<file path="config.mk">
export PLATFORM = sky130hd
export DESIGN_NAME = uart_rx_frontend
export DESIGN_NICKNAME = d
export VERILOG_FILES = /design/src/rtl/uart_pkg.sv /design/src/rtl/uart_baud_tick.sv /design/src/rtl/uart_rx_frontend.sv
export SDC_FILE = /design/constraint.sdc
export NUM_CORES = 1
export LEC_CHECK = 0
export ABC_AREA = 1
export CORE_UTILIZATION = 28
export DETAILED_ROUTE_END_ITERATION = 16
export DONT_BUFFER_PORTS = 1
export PLACE_DENSITY = 0.39
export RECOVER_POWER = 50
export SYNTH_ARGS = -nofsm -noshare
export SYNTH_HDL_FRONTEND = slang
export SYNTH_HIERARCHICAL = 1
export SYNTH_SLANG_ARGS = --single-unit
</file>
<file path="constraint.sdc">
create_clock -name clkin -period 2 [get_ports clkin]
set_input_delay 0.3 -clock clkin [delete_from_list [all_inputs] [get_ports clkin]]
set_output_delay 0.3 -clock clkin [all_outputs]
set_load 0.02 [all_outputs]
</file>
<file path="src/rtl/uart_pkg.sv">
// -----------------------------------------------------------------------------
// uart_pkg
// Shared definitions for the UART receive front end: receiver state encoding
// and the oversampling / frame-shape constants used by the bit timing logic.
// -----------------------------------------------------------------------------
package uart_pkg;

  // Ticks per bit (16x oversampling) and the tick at which the start bit is
  // checked (middle of the bit). Data bits per frame (8N1).
  localparam int OVERSAMPLE = 16;
  localparam int MID_SAMPLE = 8;
  localparam int DATA_BITS  = 8;

  // Widths of the tick sub-counter (0..15) and the bit index (0..7).
  localparam int TICK_W = 4;
  localparam int BIT_W  = 3;

  typedef enum logic [1:0] {
    IDLE  = 2'd0,
    START = 2'd1,
    DATA  = 2'd2,
    STOP  = 2'd3
  } rx_state_t;

endpackage : uart_pkg

</file>
<file path="src/rtl/uart_baud_tick.sv">
// -----------------------------------------------------------------------------
// uart_baud_tick
// Free-running prescaler producing one 1/16-bit tick every BAUD_DIV cycles.
// A synchronous clear restarts the count so tick phase can be aligned to an
// external event (the detected start edge).
//
// Ports:
//   clkin  in   system clock
//   rst_n  in   synchronous active-low reset
//   clr    in   synchronous clear of the prescaler (count <= 0)
//   tick   out  high for one cycle while the count sits at BAUD_DIV-1
// -----------------------------------------------------------------------------
module uart_baud_tick #(
  parameter int unsigned BAUD_DIV = 27,
  parameter int unsigned DIV_W    = 16
) (
  input  logic clkin,
  input  logic rst_n,
  input  logic clr,
  output logic tick
);

  localparam logic [DIV_W-1:0] LAST = DIV_W'(BAUD_DIV - 1);

  logic [DIV_W-1:0] count;

  always_ff @(posedge clkin) begin
    if (!rst_n || clr) begin
      count <= '0;
    end else if (count == LAST) begin
      count <= '0;
    end else begin
      count <= count + DIV_W'(1);
    end
  end

  assign tick = (count == LAST);

endmodule : uart_baud_tick

</file>
<file path="src/rtl/uart_rx_frontend.sv">
// -----------------------------------------------------------------------------
// uart_rx_frontend
// 8N1 UART receiver with 16x oversampling. The asynchronous rx line is
// synchronised by two flops, start bits are qualified at mid-bit, data is
// sampled LSB first at the centre of each bit, and each completed byte lands
// in a single holding register guarded by a valid/ack handshake. Sticky
// framing and overrun flags report lost or malformed frames.
//
// Ports:
//   clkin      in   system clock
//   rst_n      in   synchronous active-low reset
//   rx         in   asynchronous serial input, idle high
//   rx_data    out  received byte, meaningful while rx_valid=1
//   rx_valid   out  holding register full
//   rx_ack     in   one-cycle pulse: consumer has taken rx_data
//   frame_err  out  sticky: stop bit sampled low
//   overrun    out  sticky: byte completed while holding register full
//   err_clr    in   clears frame_err and overrun
//   busy       out  receiver is inside a frame (not IDLE)
// -----------------------------------------------------------------------------
module uart_rx_frontend
  import uart_pkg::*;
#(
  parameter int unsigned BAUD_DIV = 27,
  parameter int unsigned DIV_W    = 16
) (
  input  logic                 clkin,
  input  logic                 rst_n,
  input  logic                 rx,
  output logic [DATA_BITS-1:0] rx_data,
  output logic                 rx_valid,
  input  logic                 rx_ack,
  output logic                 frame_err,
  output logic                 overrun,
  input  logic                 err_clr,
  output logic                 busy
);

  // ---------------------------------------------------------------------------
  // Input synchroniser. Both flops reset to the idle (high) line level so a
  // reset never looks like a start edge.
  // ---------------------------------------------------------------------------
  logic sync_1;
  logic rx_s;

  // NOTE: clocked state uses non-blocking assignments so every flop samples
  // the pre-edge value of its neighbours; blocking here would collapse the
  // two-flop chain into one.
  always_ff @(posedge clkin) begin
    if (!rst_n) begin
      sync_1 <= 1'b1;
      rx_s   <= 1'b1;
    end else begin
      sync_1 <= rx;
      rx_s   <= sync_1;
    end
  end

  // ---------------------------------------------------------------------------
  // Tick prescaler, restarted when a start edge is seen so the mid-bit sample
  // points are measured from the edge rather than from a free-running phase.
  // ---------------------------------------------------------------------------
  logic presc_clr;
  logic tick;

  uart_baud_tick #(
    .BAUD_DIV (BAUD_DIV),
    .DIV_W    (DIV_W)
  ) u_baud_tick (
    .clkin (clkin),
    .rst_n (rst_n),
    .clr   (presc_clr),
    .tick  (tick)
  );

  // ---------------------------------------------------------------------------
  // Receive state machine
  // ---------------------------------------------------------------------------
  rx_state_t            state, state_next;
  logic [TICK_W-1:0]    tick_cnt, tick_cnt_next;
  logic [BIT_W-1:0]     bit_idx, bit_idx_next;
  logic [DATA_BITS-1:0] shift, shift_next;
  logic                 byte_done;
  logic                 frame_evt;

  always_ff @(posedge clkin) begin
    if (!rst_n) begin
      state    <= IDLE;
      tick_cnt <= '0;
      bit_idx  <= '0;
      shift    <= '0;
    end else begin
      state    <= state_next;
      tick_cnt <= tick_cnt_next;
      bit_idx  <= bit_idx_next;
      shift    <= shift_next;
    end
  end

  always_comb begin
    // NOTE: every output of this block is given a default before the case so
    // that no path leaves a signal unassigned, which would infer a latch.
    state_next    = state;
    tick_cnt_next = tick_cnt;
    bit_idx_next  = bit_idx;
    shift_next    = shift;
    presc_clr     = 1'b0;
    byte_done     = 1'b0;
    frame_evt     = 1'b0;

    unique case (state)
      IDLE: begin
        // A low synchronised line is a candidate start bit. Ticks arriving
        // while idle are meaningless, the prescaler is restarted here.
        if (!rx_s) begin
          state_next    = START;
          tick_cnt_next = '0;
          presc_clr     = 1'b1;
        end
      end

      START: begin
        if (tick) begin
          if (tick_cnt == TICK_W'(MID_SAMPLE - 1)) begin
            // Mid start bit: a high line means the low pulse was a glitch.
            tick_cnt_next = '0;
            bit_idx_next  = '0;
            state_next    = rx_s ? IDLE : DATA;
          end else begin
            tick_cnt_next = tick_cnt + TICK_W'(1);
          end
        end
      end

      DATA: begin
        if (tick) begin
          if (tick_cnt == TICK_W'(OVERSAMPLE - 1)) begin
            tick_cnt_next = '0;
            // LSB arrives first, so shift in from the top; after eight
            // samples the first bit has reached bit 0.
            shift_next    = {rx_s, shift[DATA_BITS-1:1]};
            if (bit_idx == BIT_W'(DATA_BITS - 1)) begin
              state_next = STOP;
            end else begin
              bit_idx_next = bit_idx + BIT_W'(1);
            end
          end else begin
            tick_cnt_next = tick_cnt + TICK_W'(1);
          end
        end
      end

      STOP: begin
        if (tick) begin
          if (tick_cnt == TICK_W'(OVERSAMPLE - 1)) begin
            tick_cnt_next = '0;
            state_next    = IDLE;
            byte_done     = rx_s;
            frame_evt     = !rx_s;
          end else begin
            tick_cnt_next = tick_cnt + TICK_W'(1);
          end
        end
      end

      default: begin
        state_next = IDLE;
      end
    endcase
  end

  assign busy = (state != IDLE);

  // ---------------------------------------------------------------------------
  // Holding register and sticky error flags
  // ---------------------------------------------------------------------------
  always_ff @(posedge clkin) begin
    if (!rst_n) begin
      rx_data   <= '0;
      rx_valid  <= 1'b0;
      frame_err <= 1'b0;
      overrun   <= 1'b0;
    end else begin
      // The clear is written first so that an error event in the same cycle
      // overrides it (last assignment wins) and the flag stays set.
      if (err_clr) begin
        frame_err <= 1'b0;
        overrun   <= 1'b0;
      end

      if (frame_evt) begin
        frame_err <= 1'b1;
      end

      if (byte_done) begin
        // An ack in the completing cycle frees the register just in time,
        // so the new byte is loaded and rx_valid simply stays high.
        if (!rx_valid || rx_ack) begin
          rx_data  <= shift;
          rx_valid <= 1'b1;
        end else begin
          overrun <= 1'b1;
        end
      end else if (rx_ack) begin
        rx_valid <= 1'b0;
      end
    end
  end

endmodule : uart_rx_frontend

</file>
Fig. 1: run 1, sequential cells colored by netlist name
Scale: 4 px per um. Other sequential cells in the stronger gray, the rest of the logic in the fainter gray.
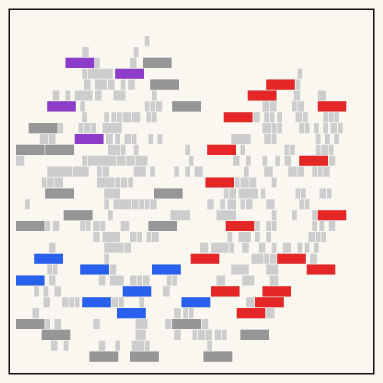
[u_baud_tick/count] red | sequential cells: 16
[shift] blue | sequential cells: 8
[tick_cnt] purple | sequential cells: 4 | where: upper left

Fig. 2: run 1, wires at chosen ports, followed through buffers
Scale: 4 px per um.
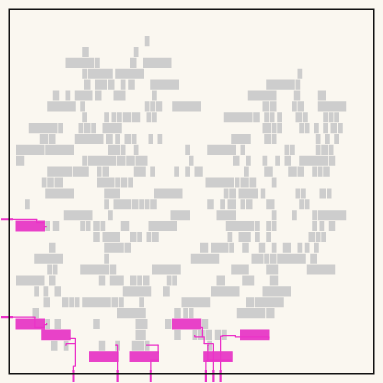
[rx_data] magenta | bits: 8 | direction: output | edge: 6 bottom, 2 left | end cells: 8 | buffers: 0 | wire: 104 um
number of I/O port buffers: 0
total I/O pin count: 17

==> flow_summary_export.csv, run 1 <==
group,metric,value,unit
layout,seqCellArea,921,um^2
setup_path,worstSetupStartpoint,"u_baud_tick/count[0]",
synthesis,postSynthNetCount,304,
cts,cts_tree,"done",
cts,clock_tree.htree_level_count,2,
placed_design,routability_congestion,0.771,
setup_path,cell_family_contributing_the_most_delay_on_the_critical_path,"buffers and inverters",
cts,tritoncts.num_buffers,5,
layout,fillers,843,
setup_path,worst_setup_path_end_kind,"flip-flop",
synthesis,ys_area,2200,um^2
layout,seq-cell-share,38.8,%
layout,antennaDiodeCount,0,
layout,clk_share,3.85,%
routing,detail_route.vias_per_cell,4.45,
cts,clock_sinks,46,
pwr,clkPwrFrac,35.1,%
worst_hold_path,hold_path_startpoint,"rx",
layout,inverters,44,
global_routing,antenna_found_initial,0,
synthesis,syn_inst,294,
cts,clk-insertion-delay-late,0.29,ns
floorplan,chipWidth,90.7,um
routing,drc,0,
routing,met2_wirelength,2190,um
floorplan,rows,31,
final_timing,finalSetupTns,0,ns
pwr,cellInternalPower,1250,uW
synthesis,synth_cell_types,30,
setup_path,crit_arrival,2.00,ns
floorplan,tapcell.inserted,99,
setup_path,crit_path_most_repeated_cell,"inv_1",
layout,comb_share,44.7,%
setup_path,timing_worst_setup_path_type,"flip-flop to flip-flop",
setup_path,cp_slowest_cell,"dfxtp_1",
pwr,power_switching_share,25.5,%
synthesis,largest_area_contributor_in_the_synthesized_netlist,"dfxtp_1",
final_timing,period_needed,1.81,ns
final_timing,max_transition_margin,72.9,%
routing,met1Wirelength,2220,um
pwr,cellPowerDensity,710,nW/um^2
cts,cts-root-to-sink-buffers,2,
routing,highest-signal-layer,"met4",
synthesis,enable_flop_cells,0,
run_status,status,"completed",
job,tool_warnings,27,
final_timing,finalCritPeriodShare,90.4,%
setup_path,worst-path-max-fanout,9,
layout,layout.cell_area.non_filler,2370,um^2
synthesis,ys_cells,294,
setup_path,cp_num_buf_inv,4,
synthesis,top_cell_area_share,41.8,%
pwr,seq_power_share,56.4,%
placed_design,detail_placement_hpwl,3310,um
pwr,p_switching,430,uW
layout,layout_top_cells_excl_fill_tap,"49 x nand2_1, 46 x dfxtp_1, 41 x inv_1",
global_routing,grt_pass1_wl,7890,um
routing,dr_wl_met3,98,um
setup_path,worstPathCellList,"inv_1 -> ha_1 -> nand3_1 -> nor2_1 -> nand2_2 -> inv_1 -> inv_1 -> nor2_8 -> nand2_4 -> clkinv_2 -> o21ai_1 -> a21oi_1",
layout,number_of_nets_in_the_layout,307,
final_timing,timing.final.setup_violations,0,
routing,postRouteWirelength,4640,um
pwr,comb_power_share,8.4,%
floorplan,die_h,90.7,um
synthesis,sequential_area_share_after_synthesis,41.8,%
layout,layout.cells.largest_class,"combinational gates",
setup_path,slowest_delay,0.39,ns
layout,seq_cells,46,
job,drv_cap,0,
global_routing,global_route.overflow_total,0,
cts,cts-root-buf,"clkbuf_8",
synthesis,netlist_top_cells_area,"dfxtp_1 42%, nand2_1 8.3%, inv_1 7.0%, nor2_1 5.8%, a21oi_1 5.7%",
cts,cts.reportedPaths.clkPinSlew,0.08,ns
layout,flow.area_growth_from_synthesis,7.55,%
synthesis,async_flop_share,0,%
global_routing,tot_gr_track_use,12.0,%
global_routing,grt_max_degree,26,
floorplan,floorplan.die_area,8230,um^2
setup_path,worst_setup_path_start_kind,"flip-flop",
synthesis,synth_dominant_cell_count,"nand2_1",
global_routing,grt_pass1_vias,1780,
layout,logic_area,1060,um^2
routing,routed_wire_length_per_instance,11.7,um
cts,hold_buffers,0,
final_timing,clock_skew,0.00559,ns
synthesis,synth.cell_area,2200,um^2
layout,signal_buffer_area_fraction,0.317,%
layout,number_of_multi_input_combinational_cells_in_the_layout,199,
final_timing,final-max-slew-violation-count,0,
Fig. 3: run 1, cell density map
Scale: 3 px per um. 9 x 9 tiles, from dark purple (low) to yellow (high), 0 to 100% covered.
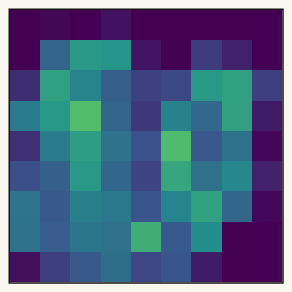
fullest tile: 70%
densest ninth of the die: middle left
mean over tiles: 27%
nearly empty tiles: 20%
floorplan core area: 7450 um^2
Post-Route Utilization: 31.8%
floorplan-stage core utilization: 29.6%

run 1: metal layers:
metal  global-route usage, %  vias to the layer above
met5                       0                        -
met4                    5.51                        0
met3                    3.70                       11
met2                    20.1                       16
met1                    13.8                      789
li1                        -                      949
run 1: power by group through the flow:
stage / sequential [uW] / combinational [uW] / clock, uW
2_1_floorplan: 956 / 144 / 0
3_3_place_gp: 972 / 147 / 0
3_5_place_dp: 971 / 146 / 0
4_1_cts: 949 / 146 / 634
5_1_grt: 953 / 163 / 666
6_report: 950 / 142 / 591
run 1: kinds of logic after synthesis:
kind of cell,share of synthesized area (%)
AND/OR/NAND/NOR,29.7
adder cells (fa/ha/maj),2.84
flip-flops,41.8
XOR/XNOR,2.38
AND-OR/OR-AND,13.6
buffers and inverters,9.76
run 1: state kept, by name, indices dropped and copies added (netlist names), 3 cells and up, named ones only:
name and count:
shift 8, rx_data 8, u_baud_tick/count 16, bit_idx 3, tick_cnt 4
run 1: per-stage QoR:
stage / util, % / setup slack [ns] / total power [uW] / hold slack, ns / instances
6_report: 31.8 / 0.192 / 1680 / 0.105 / 397
5_1_grt: 31.8 / 0.0322 / 1780 / 0.0916 / 397
4_1_cts: 31.8 / 0.133 / 1730 / 0.0927 / 395
3_5_place_dp: 30.6 / 0.157 / 1120 / 0.400 / 387
3_3_place_gp: 30.6 / 0.166 / 1120 / 0.394 / 387
2_1_floorplan: - / 0.388 / 1100 / 0.393 / 294
run 1: path summary, 6_finish.rpt:
path              cells past startpoint  slack [ns]  endpoint
setup / recovery                     12        0.19  shift[6]
setup reg to reg                     12        0.19  shift[6]
hold reg to reg                       1        0.42      rx_s
hold / removal                        1        0.10    sync_1
run 1: timing repair:
action / CTS / global route
resized: 0 / 2
setup endpoints to repair: 0 / 9
setup buffers: 0 / 1
==> run 2: changes to the inputs <==
==> constraint.sdc (replaced) <==
create_clock -name clkin -period 2 [get_ports clkin]
set_input_delay 0.3 -clock clkin [delete_from_list [all_inputs] [get_ports clkin]]
set_output_delay 0.3 -clock clkin [all_outputs]
set_load 0.01 [all_outputs]
==> run 2 against run 1 <==
  * Final area shrank 0.37%
  * Via count shrank 1.3%
  * Combinational power shrank 3%
==> flow_summary_export.csv, run 2 <==
group,metric,value,unit
run_status,status,"completed",
cts,cts-root-buf,"clkbuf_8",
cts,cts-root-to-sink-buffers,2,
cts,cts.reportedPaths.clkPinSlew,0.09,ns
setup_path,crit_path_most_repeated_cell,"inv_1",
floorplan,core-area,7450,um^2
synthesis,ys_cells,294,
synthesis,syn_inst,294,
job,tool_warnings,28,
pwr,cellPowerDensity,713,nW/um^2
floorplan,initCoreUtil,29.6,%
floorplan,floorplan.die_area,8230,um^2
synthesis,synth_dominant_cell_count,"nand2_1",
cts,tritoncts.num_buffers,5,
pwr,total_power,1680,uW
cts,cts_tree,"done",
placed_design,place.detailed.instances,387,
floorplan,num_io_pins,17,
final_timing,period_needed,1.82,ns
global_routing,global_route.overflow_total,0,
floorplan,chipWidth,90.7,um
synthesis,enable_flop_cells,0,
global_routing,tot_gr_track_use,11.8,%
global_routing,grt_pass1_wl,7890,um
synthesis,synth_cell_types,30,
layout,biggestRegsByFlops,"u_baud_tick/count: 16 flops, rx_data: 8 flops, shift: 8 flops",
setup_path,cell_family_contributing_the_most_delay_on_the_critical_path,"simple AND/OR/NAND/NOR gates",
final_timing,finalSetupTns,0,ns
floorplan,rows,31,
global_routing,grt_max_degree,26,
final_timing,timing.final.setup_violations,0,
final_timing,postLayoutSetupSlackWorst,0.178,ns
cts,clock_sinks,46,
layout,post-route-util,31.7,%
final_timing,max_transition_margin,73.2,%
layout,number_of_nets_in_the_layout,306,
setup_path,timing_worst_setup_path_type,"flip-flop to flip-flop",
layout,antennaDiodeCount,0,
final_timing,finalCritPeriodShare,91.1,%
-- run 2: cell counts after synthesis --
Identical to the previous run, type by type.
-- run 2: logic make-up (layout without fill, tap and decap cells) --
| group | Yosys count | after routing | synth area share [%] |
|---|---|---|---|
| flops | 46 | 46 | 41.8 |
| buf+inv | 50 | 53 | 9.76 |
| fa+ha+maj | 5 | 5 | 2.84 |
| xor+xnor | 6 | 6 | 2.38 |
| simple gates | 134 | 134 | 29.7 |
| compound gates | 53 | 53 | 13.6 |
-- run 2: final timing paths --
| kind | start | end | slack [ns] | cells past startpoint |
|---|---|---|---|---|
| min reg2reg | sync_1 | rx_s | 0.42 | 1 |
| min | rx | sync_1 | 0.11 | 1 |
| max | u_baud_tick/count[0] | rx_data[5] | 0.18 | 11 |
| max reg2reg | u_baud_tick/count[0] | rx_data[5] | 0.18 | 11 |
-- run 2: cell type report --
class,count,area (um^2)
sequential,46,921
fill,849,5080
tap,99,124
clock inverter,1,5.00
clock buffer,7,86.3
multi-input combinational,198,1050
inverter,44,166
timing repair buffer,1,7.51
-- run 2: layer usage --
| metal | GRT usage, % | wire length, um | vias to the layer above | part of all wire (%) |
|---|---|---|---|---|
| li1 | - | - | 948 | - |
| met1 | 13.8 | 2100 | 759 | 48 |
| met2 | 20.1 | 2050 | 22 | 47 |
| met3 | 2.44 | 110 | 13 | 2.5 |
| met4 | 6.72 | 142 | 0 | 3.2 |
| met5 | 0 | 0 | - | 0 |
-- run 2: report_power, final --
part | internal [uW] | switching [uW] | leakage, uW
Combinational | 45.4 | 92.3 | 0.000502
Sequential | 928 | 20.6 | 0.000372
Clock | 280 | 317 | 0.0000482
-- run 2: what timing repair did --
action / in CTS / in global routing
endpoints found under the hold margin: 0 / 0
setup endpoints to repair: 0 / 4
gates resized: 0 / 1
buffers inserted: 0 / 1
Fig. 4: run 2, clock routing
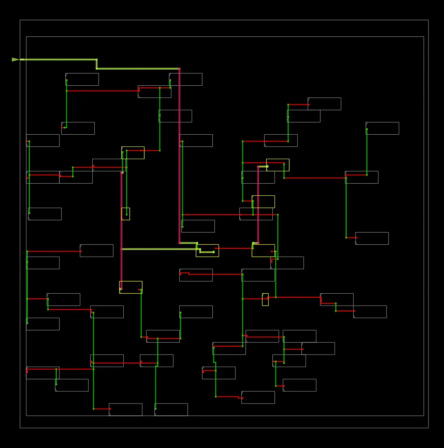
Clk Latency, worst-skew pair: 0.30 ns
Setup Skew: 0.00733 ns
# clk buffers: 7

==> run 3: changes to the inputs <==
SKIP_CTS_REPAIR_TIMING = 1   (was default)
==> run 3 against run 2 <==
  * Clock skew is the same
  * Final area did not move
  * Clock-buffer cell count unchanged
  * Via count unchanged
  * Synthesized area unchanged
  * Setup slack stayed put
  * Critical path depth is the same
  * Largest power group unchanged
  * Highest routed layer unchanged
==> flow_summary_export.csv, run 3 <==
group,metric,value,unit
global_routing,grt_pass1_wl,7890,um
job,tool_warnings,28,
floorplan,core-area,7450,um^2
global_routing,gr-usage-met1,13.8,%
pwr,cellPowerDensity,713,nW/um^2
routing,routed_wire_length_per_instance,11.1,um
layout,number_of_nets_in_the_layout,306,
layout,post-route-util,31.7,%
floorplan,rows,31,
setup_path,cell_family_contributing_the_most_delay_on_the_critical_path,"simple AND/OR/NAND/NOR gates",
synthesis,synth_cell_types,30,
layout,mostFrequentLayoutCell,"nand2_1",
pwr,vdd_ir_drop_max,0.256,mV
final_timing,finalHoldWorstSlack,0.107,ns
cts,cts.reportedPaths.clkPinSlew,0.09,ns
global_routing,most_used_routing_layer,"met2",
final_timing,timing_worst_slew_pin_value,0.402,ns
placed_design,routability_congestion,0.771,
final_timing,timing.final.setup_violations,0,
global_routing,grt_max_degree,26,
setup_path,timing_worst_setup_path_type,"flip-flop to flip-flop",
global_routing,grt_pass1_vias,1778,
synthesis,synth_warnings,6,
layout,seqCellArea,921,um^2
cts,cts-root-to-sink-buffers,2,
cts,clk-insertion-delay-late,0.30,ns
synthesis,enable_flop_cells,0,
floorplan,floorplan.die_area,8230,um^2
setup_path,worstPathCellList,"inv_1 -> ha_1 -> nand3_1 -> nor2_1 -> nand2_2 -> inv_1 -> inv_1 -> nor2_8 -> nand3_4 -> o21ai_0 -> a21oi_1",
final_timing,finalCritPeriodShare,91.1,%
final_timing,period_needed,1.82,ns
floorplan,num_io_pins,17,
run_status,status,"completed",
floorplan,chipWidth,90.7,um
global_routing,tot_gr_track_use,11.8,%
setup_path,crit_path_most_repeated_cell,"inv_1",
placed_design,place.port_buffers,0,
final_timing,final-max-slew-violation-count,0,
routing,route.vias.total,1742,
final_timing,clock_skew,0.00733,ns
synthesis,syn_inst,294,
cts,cts-root-buf,"clkbuf_8",
synthesis,avgSynthCellArea,7.50,um^2
layout,antennaDiodeCount,0,
global_routing,grtUsageMet3,2.44,%
synthesis,total_of_flip_flops_plus_latches_after_synthesis,46,
final_timing,max_transition_margin,73.2,%
final_timing,finalSetupTns,0,ns
synthesis,synth_dominant_cell_count,"nand2_1",
cts,cts_tree,"done",
setup_path,cp_num_buf_inv,3,
setup_path,crit_arrival,2.01,ns
global_routing,global_route.overflow_total,0,
placed_design,place.detailed.instances,387,
global_routing,m2_gr_usage,20.1,%
synthesis,sequential_area_share_after_synthesis,41.8,%
layout,logic_area,1050,um^2
synthesis,synth.cell_area,2200,um^2
synthesis,postSynthNetCount,304,
layout,fillers,849,
synthesis,ys_cells,294,
floorplan,initCoreUtil,29.6,%
setup_path,worst_setup_path_end_kind,"flip-flop",
layout,biggestRegsByFlops,"u_baud_tick/count: 16 flops, rx_data: 8 flops, shift: 8 flops",
synthesis,netlist_top_cells_area,"dfxtp_1 42%, nand2_1 8.3%, inv_1 7.0%, nor2_1 5.8%, a21oi_1 5.7%",
==> run 3: cells by family (layout without fill, tap and decap cells) <==
family / count (synthesis) / count (layout) / synth area share [%]
buf+inv: 50 / 53 / 9.76
compound gates: 53 / 53 / 13.6
fa+ha+maj: 5 / 5 / 2.84
xor+xnor: 6 / 6 / 2.38
simple gates: 134 / 134 / 29.7
flops: 46 / 46 / 41.8
==> run 3: power by group <==
part,total [uW],internal (uW),switching [uW]
Combinational,138,45.4,92.3
Sequential,949,928,20.6
Clock,597,280,317
==> run 3: layer usage <==
metal  wire length, um  share of wire [%]  up-vias
met3               110                2.5       13
met1              2100                 48      759
met5                 0                  0        -
li1                  -                  -      948
met2              2050                 47       22
met4               142                3.2        0
==> run 3: layout make-up <==
| cell class | instances | area share, % |
|---|---|---|
| multi-input combinational | 198 | 44.5 |
| sequential | 46 | 39.0 |
| inverter | 44 | 7.04 |
| tap | 99 | 5.24 |
| clock buffer | 7 | 3.65 |
| timing repair buffer | 1 | 0.318 |
| clock inverter | 1 | 0.212 |
==> run 3: stage by stage <==
stage / worst slack, ns / power (uW)
final: 0.178 / 1680
after global routing: -0.00246 / 1780
after CTS: 0.148 / 1730
after detailed placement: 0.155 / 1110
after global placement: 0.166 / 1120
after floorplan: 0.388 / 1100
==> run 3: final timing paths <==
path,from,end,slack [ns],depth (start not counted)
worst max-delay path,u_baud_tick/count[0],rx_data[5],0.18,11
worst min register to register,sync_1,rx_s,0.42,1
worst min-delay path,rx,sync_1,0.11,1
worst max register to register,u_baud_tick/count[0],rx_data[5],0.18,11
Fig. 5: run 3, clock routing
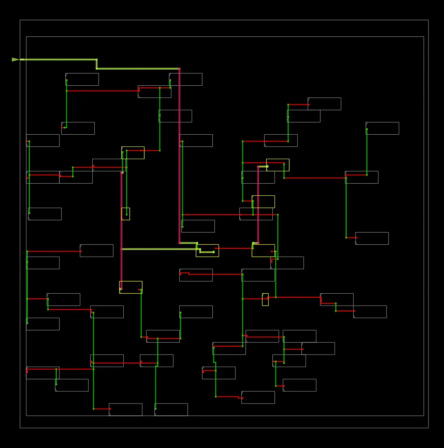
Flops: 46
number of clock buffers inserted by TritonCTS: 5
clock network power: 597 uW
Clock Sinks: 46

Power is estimated from default activity; no workload was simulated.
